<file path="src/rtl/spi_pkg.sv">
// Shared types and constants for the SPI slave: FSM states, bit-counter
// width, data width and the default underrun byte.
package spi_pkg;

  localparam int          DATA_W = 8;
  localparam int          CNT_W  = 3;
  localparam logic [7:0]  DEF_TX = 8'hFF;

  typedef enum logic [1:0] {
    ST_IDLE  = 2'd0,
    ST_LOAD  = 2'd1,
    ST_SHIFT = 2'd2
  } state_t;

endpackage

</file>
<file path="src/rtl/spi_slv_if.sv">
// Host-side holding-register bus of the SPI slave.
// master = host (writes TD, acks RD), slave = spi_slv.
interface spi_slv_if;
  import spi_pkg::*;

  logic [DATA_W-1:0] TD;
  logic              TD_WE;
  logic              TRdy;
  logic [DATA_W-1:0] RD;
  logic              RD_RE;
  logic              RRdy;

  modport master (output TD, TD_WE, RD_RE, input  TRdy, RD, RRdy);
  modport slave  (input  TD, TD_WE, RD_RE, output TRdy, RD, RRdy);

endinterface

</file>
<file path="src/rtl/spi_sync.sv">
// Two-flop synchronizer for one asynchronous input, with a configurable
// value forced during reset.
module spi_sync #(
  parameter logic RST_VAL = 1'b0
) (
  input  logic i_Clk,
  input  logic i_Rst,
  input  logic i_d,
  output logic o_q
);

  logic r_s1, r_s2;

  // Two-stage resynchronization into the Clk domain
  always_ff @(posedge i_Clk) begin
    if (i_Rst) begin
      r_s1 <= RST_VAL;
      r_s2 <= RST_VAL;
    end else begin
      r_s1 <= i_d;
      r_s2 <= r_s1;
    end
  end

  assign o_q = r_s2;

endmodule

</file>
<file path="src/rtl/spi_slv.sv">
// SPI slave, single Clk domain. nCS/SCK/MOSI are oversampled through
// synchronizers; SCK edges are found between sync stage 2 and a third flop,
// giving 3 Clk from pin edge to action. Byte-wide holding registers (THR/RHR)
// face the host via spi_slv_if.
// Optional feature: define SPI_SLV_OVR_EN to add the sticky o_OVR output and
// drop bytes that complete while RHR is still unread.
module spi_slv
  import spi_pkg::*;
#(
  parameter bit                pCPOL  = 1'b0,
  parameter bit                pCPHA  = 1'b0,
  parameter logic [DATA_W-1:0] pDefTx = DEF_TX
) (
  input  logic       i_Clk,
  input  logic       i_Rst,
  input  logic       i_nCS,
  input  logic       i_SCK,
  input  logic       i_MOSI,
  output logic       o_MISO,
  output logic       o_MISO_OE,
`ifdef SPI_SLV_OVR_EN
  output logic       o_OVR,
`endif
  spi_slv_if.slave   bus
);

  logic w_ncs_s, w_sck_s, w_mosi_s;
  logic r_ncs_d, r_sck_d;
  logic [1:0] r_vld;
  logic r_arm;

  state_t r_state, w_next;
  logic w_load, w_in_shift;

  logic w_ncs_fall, w_ncs_rise, w_sck_edge, w_lead, w_trail;
  logic w_samp, w_shift, w_done, w_reload, w_drop, w_wr_rd;

  logic [DATA_W-1:0] r_sr, r_thr, r_rd, w_load_byte, w_sr_next;
  logic [CNT_W-1:0]  r_cnt;
  logic r_trdy, r_rrdy, r_miso;

  spi_sync #(.RST_VAL(1'b1))  u_sync_ncs  (.i_Clk(i_Clk), .i_Rst(i_Rst), .i_d(i_nCS),  .o_q(w_ncs_s));
  spi_sync #(.RST_VAL(pCPOL)) u_sync_sck  (.i_Clk(i_Clk), .i_Rst(i_Rst), .i_d(i_SCK),  .o_q(w_sck_s));
  spi_sync #(.RST_VAL(1'b0))  u_sync_mosi (.i_Clk(i_Clk), .i_Rst(i_Rst), .i_d(i_MOSI), .o_q(w_mosi_s));

  // Third stage for edge detection; r_arm blocks the fake nCS fall that a
  // reset would otherwise create while the pin is still held low.
  always_ff @(posedge i_Clk) begin
    if (i_Rst) begin
      r_ncs_d <= 1'b1;
      r_sck_d <= pCPOL;
      r_vld   <= '0;
      r_arm   <= 1'b0;
    end else begin
      r_ncs_d <= w_ncs_s;
      r_sck_d <= w_sck_s;
      r_vld   <= {r_vld[0], 1'b1};
      if (r_vld[1] && w_ncs_s) r_arm <= 1'b1;
    end
  end

  assign w_ncs_fall = r_arm & r_ncs_d & ~w_ncs_s;
  assign w_ncs_rise = w_ncs_s & ~r_ncs_d;
  assign w_sck_edge = w_sck_s ^ r_sck_d;
  assign w_lead     = w_sck_edge & (r_sck_d == pCPOL);
  assign w_trail    = w_sck_edge & (r_sck_d != pCPOL);

  // FSM state register
  always_ff @(posedge i_Clk) begin
    if (i_Rst) r_state <= ST_IDLE;
    else       r_state <= w_next;
  end

  // FSM next state and phase qualifiers
  always_comb begin
    w_next     = r_state;
    w_load     = 1'b0;
    w_in_shift = 1'b0;
    case (r_state)
      ST_IDLE:  if (w_ncs_fall) w_next = ST_LOAD;
      ST_LOAD: begin
        w_load = 1'b1;
        w_next = w_ncs_rise ? ST_IDLE : ST_SHIFT;
      end
      ST_SHIFT: begin
        if (w_ncs_rise) w_next = ST_IDLE;
        else            w_in_shift = 1'b1;
      end
      default:  w_next = ST_IDLE;
    endcase
  end

  assign w_samp      = w_in_shift & (pCPHA ? w_trail : w_lead);
  assign w_shift     = w_in_shift & (pCPHA ? w_lead  : w_trail);
  assign w_done      = w_samp & (r_cnt == '1);
  assign w_reload    = w_load | w_done;
  assign w_sr_next   = {r_sr[DATA_W-2:0], w_mosi_s};
  // A same-cycle TD_WE bypasses THR so the fresh byte is what gets sent
  assign w_load_byte = bus.TD_WE ? bus.TD : (r_trdy ? pDefTx : r_thr);

`ifdef SPI_SLV_OVR_EN
  assign w_drop = w_done & r_rrdy & ~bus.RD_RE;
`else
  assign w_drop = 1'b0;
`endif
  assign w_wr_rd = w_done & ~w_drop;

  // Shift register, bit counter and MISO
  always_ff @(posedge i_Clk) begin
    if (i_Rst) begin
      r_sr   <= '0;
      r_cnt  <= '0;
      r_miso <= 1'b0;
    end else begin
      if (w_reload)    r_sr <= w_load_byte;
      else if (w_samp) r_sr <= w_sr_next;

      if (w_load || (r_state == ST_SHIFT && w_ncs_rise)) r_cnt <= '0;
      else if (w_samp)                                   r_cnt <= r_cnt + CNT_W'(1);

      if (w_load)       r_miso <= w_load_byte[DATA_W-1];
      else if (w_shift) r_miso <= r_sr[DATA_W-1];
    end
  end

  // Host holding registers and their ready flags
  always_ff @(posedge i_Clk) begin
    if (i_Rst) begin
      r_thr  <= pDefTx;
      r_trdy <= 1'b1;
      r_rd   <= '0;
      r_rrdy <= 1'b0;
    end else begin
      if (bus.TD_WE) r_thr <= bus.TD;

      if (w_reload)       r_trdy <= 1'b1;
      else if (bus.TD_WE) r_trdy <= 1'b0;

      if (w_wr_rd) begin
        r_rd   <= w_sr_next;
        r_rrdy <= 1'b1;
      end else if (bus.RD_RE) begin
        r_rrdy <= 1'b0;
      end
    end
  end

`ifdef SPI_SLV_OVR_EN
  logic r_ovr;

  // Sticky overrun flag, cleared by the host read ack
  always_ff @(posedge i_Clk) begin
    if (i_Rst)            r_ovr <= 1'b0;
    else if (w_drop)      r_ovr <= 1'b1;
    else if (bus.RD_RE)   r_ovr <= 1'b0;
  end

  assign o_OVR = r_ovr;
`endif

  assign o_MISO    = r_miso;
  assign o_MISO_OE = ~w_ncs_s & (r_state != ST_IDLE);
  assign bus.TRdy  = r_trdy;
  assign bus.RD    = r_rd;
  assign bus.RRdy  = r_rrdy;

endmodule

</file>
<file path="src/flat_wrapper.sv">
// flat-port wrapper written by rule: the top's interface ports become plain ports
module spi_slv_flat import spi_pkg::*;
#(
  parameter bit                pCPOL  = 1'b0,
  parameter bit                pCPHA  = 1'b0,
  parameter logic [DATA_W-1:0] pDefTx = DEF_TX
)
  (i_Clk, i_Rst, i_nCS, i_SCK, i_MOSI, o_MISO, o_MISO_OE, bus_TD, bus_TD_WE, bus_RD_RE, bus_TRdy, bus_RD, bus_RRdy);
  spi_slv_if bus_i ();
  input  logic i_Clk;
  input  logic i_Rst;
  input  logic i_nCS;
  input  logic i_SCK;
  input  logic i_MOSI;
  output logic o_MISO;
  output logic o_MISO_OE;
  input wire logic [$bits(bus_i.TD)-1:0] bus_TD;
  input wire logic [$bits(bus_i.TD_WE)-1:0] bus_TD_WE;
  input wire logic [$bits(bus_i.RD_RE)-1:0] bus_RD_RE;
  output wire logic [$bits(bus_i.TRdy)-1:0] bus_TRdy;
  output wire logic [$bits(bus_i.RD)-1:0] bus_RD;
  output wire logic [$bits(bus_i.RRdy)-1:0] bus_RRdy;
  assign bus_i.TD = bus_TD;
  assign bus_i.TD_WE = bus_TD_WE;
  assign bus_i.RD_RE = bus_RD_RE;
  assign bus_TRdy = bus_i.TRdy;
  assign bus_RD = bus_i.RD;
  assign bus_RRdy = bus_i.RRdy;
  spi_slv #(.pCPOL(pCPOL), .pCPHA(pCPHA), .pDefTx(pDefTx)) u_core (.i_Clk(i_Clk), .i_Rst(i_Rst), .i_nCS(i_nCS), .i_SCK(i_SCK), .i_MOSI(i_MOSI), .o_MISO(o_MISO), .o_MISO_OE(o_MISO_OE), .bus(bus_i));
endmodule
</file>
<file path="config.mk">
export PLATFORM = sky130hd
export DESIGN_NAME = spi_slv_flat
export DESIGN_NICKNAME = d
export VERILOG_FILES = /design/src/rtl/spi_pkg.sv /design/src/rtl/spi_slv_if.sv /design/src/rtl/spi_sync.sv /design/src/rtl/spi_slv.sv /design/src/flat_wrapper.sv
export SDC_FILE = /design/constraint.sdc
export NUM_CORES = 1
export LEC_CHECK = 0
export ABC_AREA = 1
export CORE_ASPECT_RATIO = 0.9
export CORE_UTILIZATION = 52
export DETAILED_ROUTE_END_ITERATION = 12
export MAX_ROUTING_LAYER = met4
export PLACE_DENSITY = 0.74
export SLEW_MARGIN = 15
export SYNTH_ARGS = -nofsm -noshare
export SYNTH_HDL_FRONTEND = slang
export SYNTH_HIERARCHICAL = 1
export SYNTH_SLANG_ARGS = --single-unit
</file>
<file path="constraint.sdc">
create_clock -name i_Clk -period 1.6 [get_ports i_Clk]
set_input_delay 0.32 -clock i_Clk [delete_from_list [all_inputs] [get_ports i_Clk]]
set_output_delay 0.32 -clock i_Clk [all_outputs]
set_load 0.03 [all_outputs]
</file>
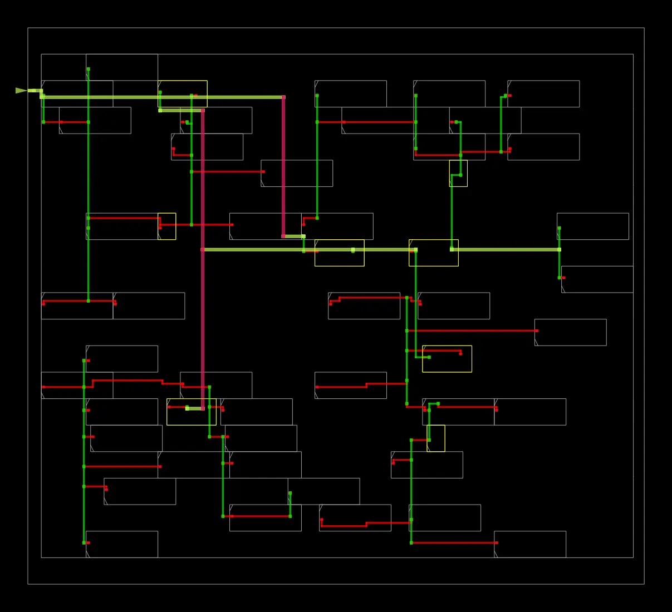
Fig. 1. Clock routing (run 1).
clk_skew: 6.08 ps
CTS buffer count: 5
Clk Latency, worst-skew pair: 290 ps
Clock Power: 652 µW
flop count: 43

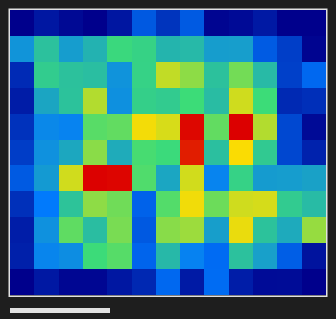
Fig. 2. Signal metal coverage by tile (run 1).
The bar under the picture is 20 µm long. 13 x 11 tiles, from dark blue (low) to red (high), scaled to the fullest tile. Values are wire area over tile area, all layers added.
tiles over half the peak	26%
densest ninth of the die	middle
mean over tiles	0.15

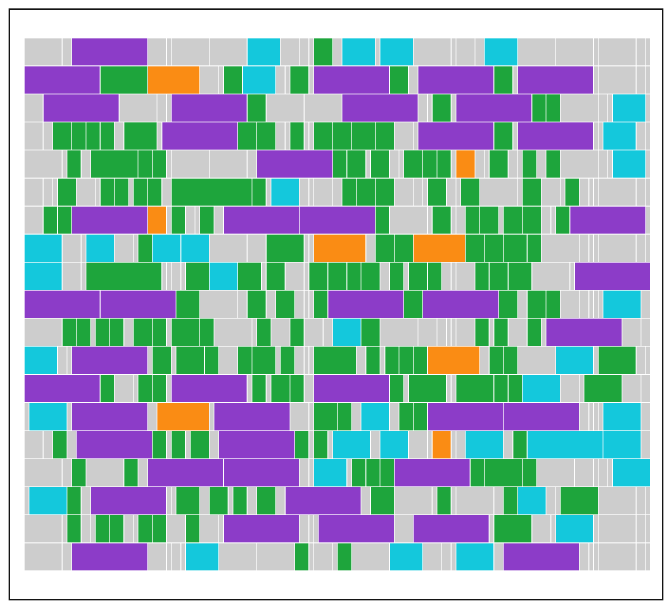
Fig. 3. Cell classes on the final placement (run 1).
Fill, decap, tap and diode cells in grey.
class	colour	cells	share of their area
sequential cells	purple	43	41%
remaining buffers and delay cells	cyan	36	16%
clock drivers and dummy loads	orange	8	4.0%
combinational and other logic	green	168	40%

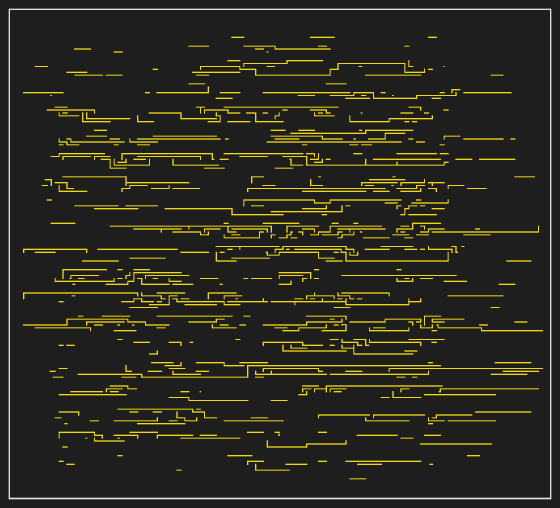
Fig. 4. Signal wires on met1 (run 1).
share of all routed wire	47%
nets with wire on the layer	243
wire length on this layer	1610 µm
longest straight run	22.5 µm
main direction	horizontal

==> job_summary.md, run 1 <==
## PnR job results

| Metric | Value |
|---|---|
| Total number of vias | 1450 |
| Synthesized area | 0.00175 mm² |
| Port Buf Inserts | 26 |
| Status | complete, no violations |
| Worst hold stages | 2 |
| Top Usage Layer GRT | met2 |
| Synth top area cells | dfxtp_1 49%, nand3_1 9.1%, nand2_1 8.6%, inv_1 6.8%, nor2_1 4.1% |
| Leak | 1.09 nW |
| Most instantiated cells after synthesis | 43 x dfxtp_1, 40 x nand2_1, 32 x inv_1, 32 x nand3_1, 19 x nor2_1 |
| Final Power | 1.92 mW |
| Slack of the critical path | 70.9 ps |
| Dpl ws | -131 ps |
| Clock network power share | 33.9% |
| Crit end category | primary output |
| Post-Syn Instances | 219 |
| DRT iter0 DRCs | 94 |
| Met3 track demand over resource | 5.20% |
| Critical path startpoint | u_core/r_state[0] |
| NonClk Buf Share | 15.3% |
| Final nets | 271 |
| Routability cong. | 0.829 |
| Synth area leader | dfxtp_1 |
| Die area | 0.00361 mm² |
| Critical R2R Launch | u_core/r_cnt[0] |
| Worst setup path category | flip-flop to primary output |
| Yosys reg bits | 43 |
| Placed wire-length estimate | 2.36 mm |
| CORE AREA | 0.00314 mm² |
| CP max stage delay | 390 ps |
| Most frequent logic cell in the layout | dfxtp_1 |
| WL per Instance | 11.5 µm |
| YS warnings | 6 |
| Cell Type Count | 28 |
| Pwr dens | 886 mW/mm² |
| Area leader share | 49.1% |
| Most frequent CP cell | nor2_1 |
| Number of enable flip-flop cells | 0 |
| Slew headroom | 75.9% |
| Worst R2R End | u_core/r_sr[3] |
| Post-DRT Antenna Nets | 0 |
| Critical path, cell by cell | nor2_1, nor2_1, dlygate4sd2_1 |
| Multi-input combinational area share | 32.7% |
| Fmax | 654 MHz |
| Total stage count of the critical path | 3 |
| I/O pin cnt | 27 |
| Avg Cell Area, Syn | 8.01 µm² |
| Clk slew on worst S/H paths | 70 ps |
| Worst endpoint data arrival time | 1210 ps |
| GR Util met1 | 25.1% |
| Inverters | 34 |
| WP data required | 1280 ps |
| Ratio of cells with drive above 1 in the final layout | 11.0% |
| Slowest stage cell, crit path | dlygate4sd2_1 |
| Seq group | 1.11 mW |
| Fraction of registers with async set/reset | 0% |
| Clock buffers | 5 |
| Slew Limit Fails | 0 |
| Max IR drop VDD | 0.794 mV |
| Largest net degree at the start of global routing | 19 |
| Routed wire length | 3.42 mm |
| Die height | 57.1 µm |
| CTS tree | built |
| CP top delay family | buffers and inverters |
| Reg-to-reg setup timing slack | 140 ps |
| Hold WS | 407 ps |
| Most used DFF post-synth | dfxtp_1 |
| # Cells Yosys | 219 |
| FF-to-FF path depth | 8 |
| Rows | 19 |
[run 1: worst min-delay path, stage by stage (launching register included)]
cell and delay [ps]:
dfxtp_1 300, inv_1 40, nor2_1 30
[run 1: stage by stage]
stage	setup TNS [ps]	util [%]	cell area (µm²)	cells
floorplan	0	-	1750	219
global placement	-296	66.5	2090	288
detailed placement	-606	66.5	2090	288
CTS	0	68.7	2150	296
global route	0	69.1	2170	297
finish	0	69.1	2170	297
[run 1: kinds of logic after synthesis]
| family | after synthesis | share of synthesized area, % |
|---|---|---|
| mux | 7 | 3.99 |
| flops | 43 | 49.1 |
| xor+xnor | 1 | 0.499 |
| buf+inv | 42 | 10.8 |
| simple gates | 104 | 28.2 |
| fa+ha+maj | 2 | 1.43 |
| compound gates | 20 | 5.99 |
[run 1: registers in the layout, indices dropped and copies added, names as in the netlist, 2 cells and up]
signal          count
u_core/r_sr         8
u_core/r_thr        8
u_core/r_cnt        3
u_core/r_vld        2
u_core/r_state      2
u_core/bus.RD       8
[run 1: how the worst min path moves through the flow]
| stage | startpoint | to | slack (ps) |
|---|---|---|---|
| floorplan | u_core/u_sync_ncs/r_s1 | u_core/u_sync_ncs/o_q | 390 |
| global placement | u_core/r_vld[0] | u_core/r_vld[1] | 390 |
| detailed placement | u_core/u_sync_mosi/r_s1 | u_core/u_sync_mosi/o_q | 400 |
| CTS | u_core/u_sync_mosi/r_s1 | u_core/u_sync_mosi/o_q | 410 |
| global route | u_core/u_sync_mosi/r_s1 | u_core/u_sync_mosi/o_q | 440 |
| finish | u_core/u_sync_mosi/r_s1 | u_core/u_sync_mosi/o_q | 410 |
==> run 2: changes to the inputs <==
--- a/config.mk
+++ b/config.mk
@@ -11,6 +11,7 @@
 export DETAILED_ROUTE_END_ITERATION = 12
 export MAX_ROUTING_LAYER = met4
 export PLACE_DENSITY = 0.74
+export SKIP_CTS_REPAIR_TIMING = 1
 export SLEW_MARGIN = 15
 export SYNTH_ARGS = -nofsm -noshare
 export SYNTH_HDL_FRONTEND = slang
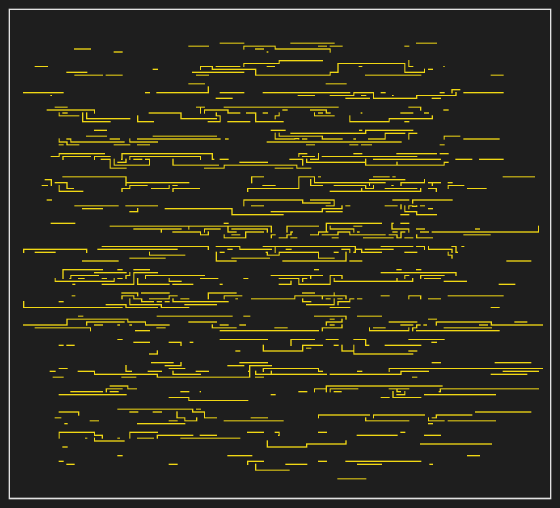
Fig. 5. Signal wires on met1 (run 2).
share of all routed wire	47%
nets with wire on the layer	244
longest straight run	18.9 µm
wire length on this layer	1590 µm

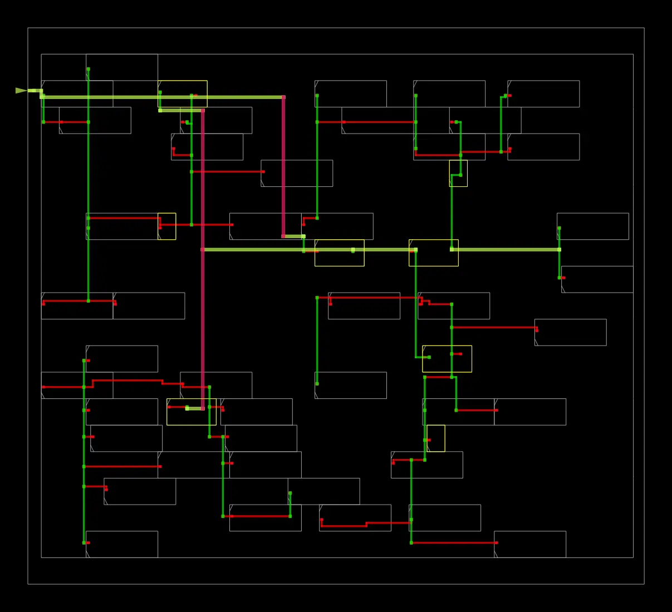
Fig. 6. Clock routing (run 2).
clock buffers: 5
clk_skew: 3.77 ps
Clock Power: 648 µW

==> run 2 against run 1 <==
Design area is 2.1% higher. Synthesized area stayed put. Via count shrank 0.62%. Critical path type is now flip-flop to flip-flop. Power down 0.14%. Combinational power about the same. Highest routed layer unchanged. Final cell count unchanged. Non-clock buffer count unchanged.
==> job_summary.md, run 2 <==
## PnR job results

| Metric | Value |
|---|---|
| Die X | 63.2 µm |
| Most used DFF post-synth | dfxtp_1 |
| Die area | 0.00361 mm² |
| WL per Instance | 11.4 µm |
| Max IR drop VDD | 0.808 mV |
| Critical path startpoint | u_core/r_cnt[0] |
| Worst-path fanout max | 14 |
| CP top delay family | simple AND/OR/NAND/NOR gates |
| Routability cong. | 0.829 |
| Avg Cell Area, Syn | 8.01 µm² |
| Largest net degree at the start of global routing | 19 |
| Fmax | 683 MHz |
| N_diodes | 0 |
| WP data required | 1840 ps |
| Synth top area cells | dfxtp_1 49%, nand3_1 9.1%, nand2_1 8.6%, inv_1 6.8%, nor2_1 4.1% |
| Ratio of cells with drive above 1 in the final layout | 11.0% |
| Area leader share | 49.1% |
| Placed wire-length estimate | 2.36 mm |
| Total number of vias | 1441 |
| Clk Latency, worst-skew pair | 290 ps |
| Final Power | 1.92 mW |
| Worst R2R End | u_core/r_sr[3] |
| Pwr dens | 867 mW/mm² |
| Most frequent logic cell in the layout | dfxtp_1 |
| Most instantiated cells after synthesis | 43 x dfxtp_1, 40 x nand2_1, 32 x inv_1, 32 x nand3_1, 19 x nor2_1 |
| Number of global-route vias before repair | 1327 |
| Endpoints failing setup | 0 |
| P&R area growth vs syn | 26.2% |
| Yosys reg bits | 43 |
| Rows | 19 |
| Number of enable flip-flop cells | 0 |
| CORE AREA | 0.00314 mm² |
| Final nets | 271 |
| Antenna violations before repair | 0 |
| CTS tree | built |
| Leak | 1.24 nW |
| Slowest stage cell, crit path | dfxtp_1 |
| Status | complete, no violations |
| Port Buf Inserts | 26 |
| Total stage count of the critical path | 8 |
| Synth area leader | dfxtp_1 |
| Final Hold Viols | 0 |
| DRT iter0 DRCs | 99 |
| I/O pin cnt | 27 |
| Total track usage | 20.7% |
| Critical path, cell by cell | ha_1, ha_1, nand4_4, nand2_4, nand2_1, nand3_1, nand3_1, inv_1 |
| YS warnings | 6 |
| Routed wire length | 3.40 mm |
| Cell Type Count | 28 |
| Chip area line of the yosys report | 0.00175 mm² |
| CP Launch Type | flip-flop |
| # Cells Yosys | 219 |
| Initial Util | 55.9% |
| Slew Limit Fails | 0 |
| Placed Instances | 288 |
| Die height | 57.1 µm |
| Reg-to-reg setup timing slack | 140 ps |
| Post-Syn Instances | 219 |
| Hold_sp | u_core/u_sync_mosi/r_s1 |
| Crit end category | flip-flop |
| Fraction of registers with async set/reset | 0% |
| Post-DP Area | 0.00209 mm² |
| Actual slew at the worst max-slew pin | 377 ps |
| Clk slew on worst S/H paths | 70 ps |
| FF-to-FF path depth | 8 |
| WHS Endpoint | u_core/u_sync_mosi/o_q |
| Synthesized area | 0.00175 mm² |
| Cell area after layout | 0.00221 mm² |
| Worst setup path category | flip-flop to flip-flop |
| Critical Path Sink | u_core/r_sr[3] |
| Worst endpoint data arrival time | 1700 ps |
| Critical R2R Launch | u_core/r_cnt[0] |
| Slew headroom | 74.8% |
| Vias per inst | 4.85 |
| Worst hold stages | 2 |
| Layout Cells excl Fill | 297 |
| Post-DRT Antenna Nets | 0 |
| CP max stage delay | 350 ps |
| Syn Nets | 236 |
| CTS buffer count | 5 |
run 2: cell counts after synthesis:
Identical to the previous run, type by type.
run 2: power by group:
part | internal (mW) | total, mW | switching (mW)
clock network | 0.299 | 0.648 | 0.349
registers | 1.10 | 1.11 | 0.0115
logic | 0.0814 | 0.161 | 0.0800
run 2: stage by stage:
| step | setup WS (ps) | hold WS (ps) | util (%) | setup TNS (ps) |
|---|---|---|---|---|
| 2_1_floorplan | 323 | 387 | - | 0 |
| 3_3_place_gp | -61.2 | 390 | 66.5 | -296 |
| 3_5_place_dp | -131 | 397 | 66.5 | -606 |
| 4_1_cts | -224 | 408 | 69.1 | -415 |
| 5_1_grt | 6.26 | 436 | 70.6 | 0 |
| 6_report | 136 | 408 | 70.6 | 0 |
run 2: cells by family (layout without fill, tap and decap cells):
family          after synthesis  in the layout  synth area share, %
flops                        43             43                 49.1
compound gates               20             20                 5.99
simple gates                104            104                 28.2
buf+inv                      42             78                 10.8
mux                           7              7                 3.99
xor+xnor                      1              1                0.499
fa+ha+maj                     2              2                 1.43
run 2: layout make-up:
cell class / count / area [µm²]
Timing Repair Buffer: 36 / 378
Fill cell: 262 / 923
Clock inverter: 3 / 15.0
Tap cell: 42 / 52.6
Multi-Input combinational cell: 134 / 709
Inverter: 34 / 130
Sequential cell: 43 / 861
Clock buffer: 5 / 68.8
run 2: metal layers:
metal  routed length, µm  track usage, %  part of all wire (%)
met5                   0               -                     0
met4                  63            10.1                   1.9
met3                 183            5.20                   5.4
met2                1560            32.3                    46
met1                1590            25.1                    47
run 2: worst register-to-register path, stage by stage, from the launching register on:
cell	delay, ps
dfxtp_1	350
ha_1	160
ha_1	190
nand4_4	240
nand2_4	180
nand2_1	80
nand3_1	80
nand3_1	80
inv_1	60
Fig. 7: run 2, signal metal coverage by tile
The bar under the picture is 20 µm long. 13 x 11 tiles, from dark blue (low) to red (high), scaled to the fullest tile. Values are wire area over tile area, all layers added.
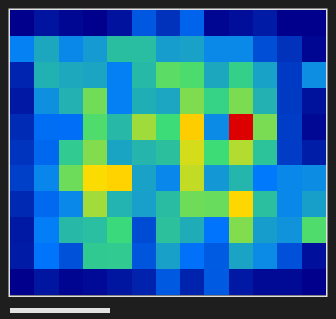

==> run 3: changes to the inputs <==
--- a/config.mk
+++ b/config.mk
@@ -7,10 +7,10 @@
 export LEC_CHECK = 0
 export ABC_AREA = 1
 export CORE_ASPECT_RATIO = 0.9
-export CORE_UTILIZATION = 52
+export CORE_UTILIZATION = 40
 export DETAILED_ROUTE_END_ITERATION = 12
 export MAX_ROUTING_LAYER = met4
-export PLACE_DENSITY = 0.74
+export PLACE_DENSITY = 0.59
 export SKIP_CTS_REPAIR_TIMING = 1
 export SLEW_MARGIN = 15
 export SYNTH_ARGS = -nofsm -noshare
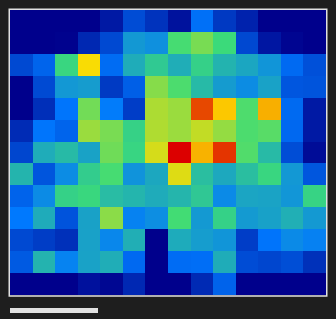
Fig. 8. Signal metal coverage by tile (run 3).
The bar under the picture is 20 µm long. 14 x 13 tiles, from dark blue (low) to red (high), scaled to the fullest tile. Values are wire area over tile area, all layers added.
routed wire length: 3.34 mm
total track usage: 16.7%
WL per Instance: 10.9 µm
total number of vias: 1424

==> run 3 against run 2 <==
Utilization is 16 points lower. Clock-buffer cell count is 1 higher. First-iteration DRC count is 21% lower. Synthesized cell count stayed put. Sequential power hardly changed. Design area is 2.2% higher. Sequential share of layout area is 0.84 points lower. Register-to-register slack worse by 40 ps. Critical endpoint is now u_core/r_sr[2]. Largest cell class unchanged.
==> job_summary.md, run 3 <==
## PnR job results

| Metric | Value |
|---|---|
| Status | complete, no violations |
| Post-DRT Antenna Nets | 0 |
| NonClk Buf Share | 17.7% |
| Synth area leader | dfxtp_1 |
| Endpoints failing setup | 0 |
| Worst endpoint data arrival time | 1700 ps |
| Die X | 71.8 µm |
| Clk tree area frac | 4.53% |
| Most instantiated cells after synthesis | 43 x dfxtp_1, 40 x nand2_1, 32 x inv_1, 32 x nand3_1, 19 x nor2_1 |
| Slew headroom | 74.3% |
| YS warnings | 6 |
| CTS tree | built |
| Vias per inst | 4.67 |
| Avg Cell Area, Syn | 8.01 µm² |
| Actual slew at the worst max-slew pin | 384 ps |
| Flop count | 43 |
| Chip area line of the yosys report | 0.00175 mm² |
| Clock buffers | 6 |
| Inverters | 34 |
| Critical path, cell by cell | ha_1, ha_1, nand4_4, buf_4, nand3_1, nand3_1, nand3_1, inv_1 |
| Max IR drop VDD | 0.592 mV |
| Flop area | 861 µm² |
| Number of global-route vias before repair | 1321 |
| Critical path startpoint | u_core/r_cnt[0] |
| Slew Limit Fails | 0 |
| Ratio of cells with drive above 1 in the final layout | 11.3% |
| Number of enable flip-flop cells | 0 |
| # Cells Yosys | 219 |
| Post-Syn Instances | 219 |
| DRT iter0 DRCs | 78 |
| Largest class | registers |
| Slowest stage cell, crit path | dfxtp_1 |
| Fmax | 667 MHz |
| N_diodes | 0 |
| Syn Nets | 236 |
| Fraction of registers with async set/reset | 0% |
| Port Buf Inserts | 26 |
| Multi-input gates | 134 |
| Clk Latency, worst-skew pair | 290 ps |
| Hold WS | 409 ps |
| Critical R2R Launch | u_core/r_cnt[0] |
| Initial Util | 42.5% |
| Crit end category | flip-flop |
| Placed Instances | 293 |
| Final Hold Viols | 0 |
| Clk_skew | 8.27 ps |
| Tap cells | 48 |
| Largest net degree at the start of global routing | 25 |
| Synthesized area | 0.00175 mm² |
| Rows | 22 |
| Die height | 64.8 µm |
| Area leader share | 49.1% |
| CTS buffer count | 5 |
| Leak | 1.26 nW |
| Worst-path fanout max | 13 |
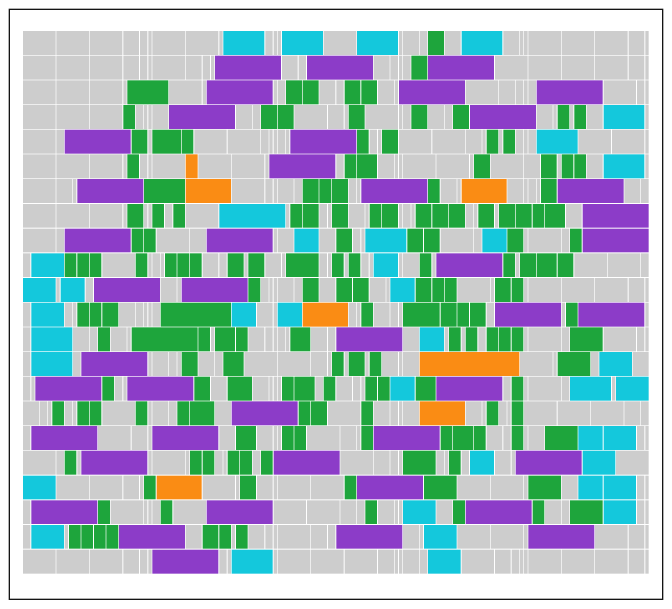
Fig. 9. Cell classes on the final placement (run 3).
Fill, decap, tap and diode cells in grey.
CORE AREA: 0.00413 mm²
Final Util: 54.8%
flop share of the area: 38.0%

-- run 3: cell counts after synthesis --
No cell type changed its count.
-- run 3: worst reg2reg max path: stages (launching register included) --
cell,delay (ps)
dfxtp_1,360
ha_1,170
ha_1,190
nand4_4,220
buf_4,220
nand3_1,60
nand3_1,80
nand3_1,80
inv_1,40
-- run 3: power by group --
part | switching, mW | total (mW) | internal (mW) | leakage [nW]
clock | 0.345 | 0.802 | 0.457 | 0.0513
combinational | 0.0763 | 0.154 | 0.0781 | 0.856
sequential | 0.0114 | 1.11 | 1.10 | 0.351
-- run 3: cell families after synthesis --
family,Yosys count,share of synthesized area (%)
adder cells (fa/ha/maj),2,1.43
flip-flops,43,49.1
AND/OR/NAND/NOR,104,28.2
multiplexers,7,3.99
buffers and inverters,42,10.8
AND-OR/OR-AND,20,5.99
XOR/XNOR,1,0.499
-- run 3: worst paths after layout --
path	endpoint	slack (ps)	cells after the start
worst min-delay path	u_core/u_sync_sck/o_q	410	2
worst min register to register	u_core/u_sync_sck/o_q	410	2
worst max-delay path	u_core/r_sr[2]	100	8
worst max register to register	u_core/r_sr[2]	100	8
-- run 3: through the flow --
step	utilization (%)	setup WS, ps	cell area, µm²	power [mW]	TNS, ps
after floorplan	-	323	1750	1.22	0
after global placement	50.5	-132	2090	1.29	-892
after detailed placement	50.5	-149	2090	1.29	-989
after CTS	53.0	-230	2190	2.10	-574
after global routing	54.8	-3.90	2260	2.17	-3.90
final	54.8	99.7	2260	2.07	0
-- run 3: per-layer routing --
layer	global-route usage (%)	wire length [µm]	share of wire (%)
met1	19.0	1710	51
met2	27.0	1510	45
met3	6.07	104	3.1
met4	5.88	18	0.54
met5	-	0	0
Power is estimated from default activity; no workload was simulated.
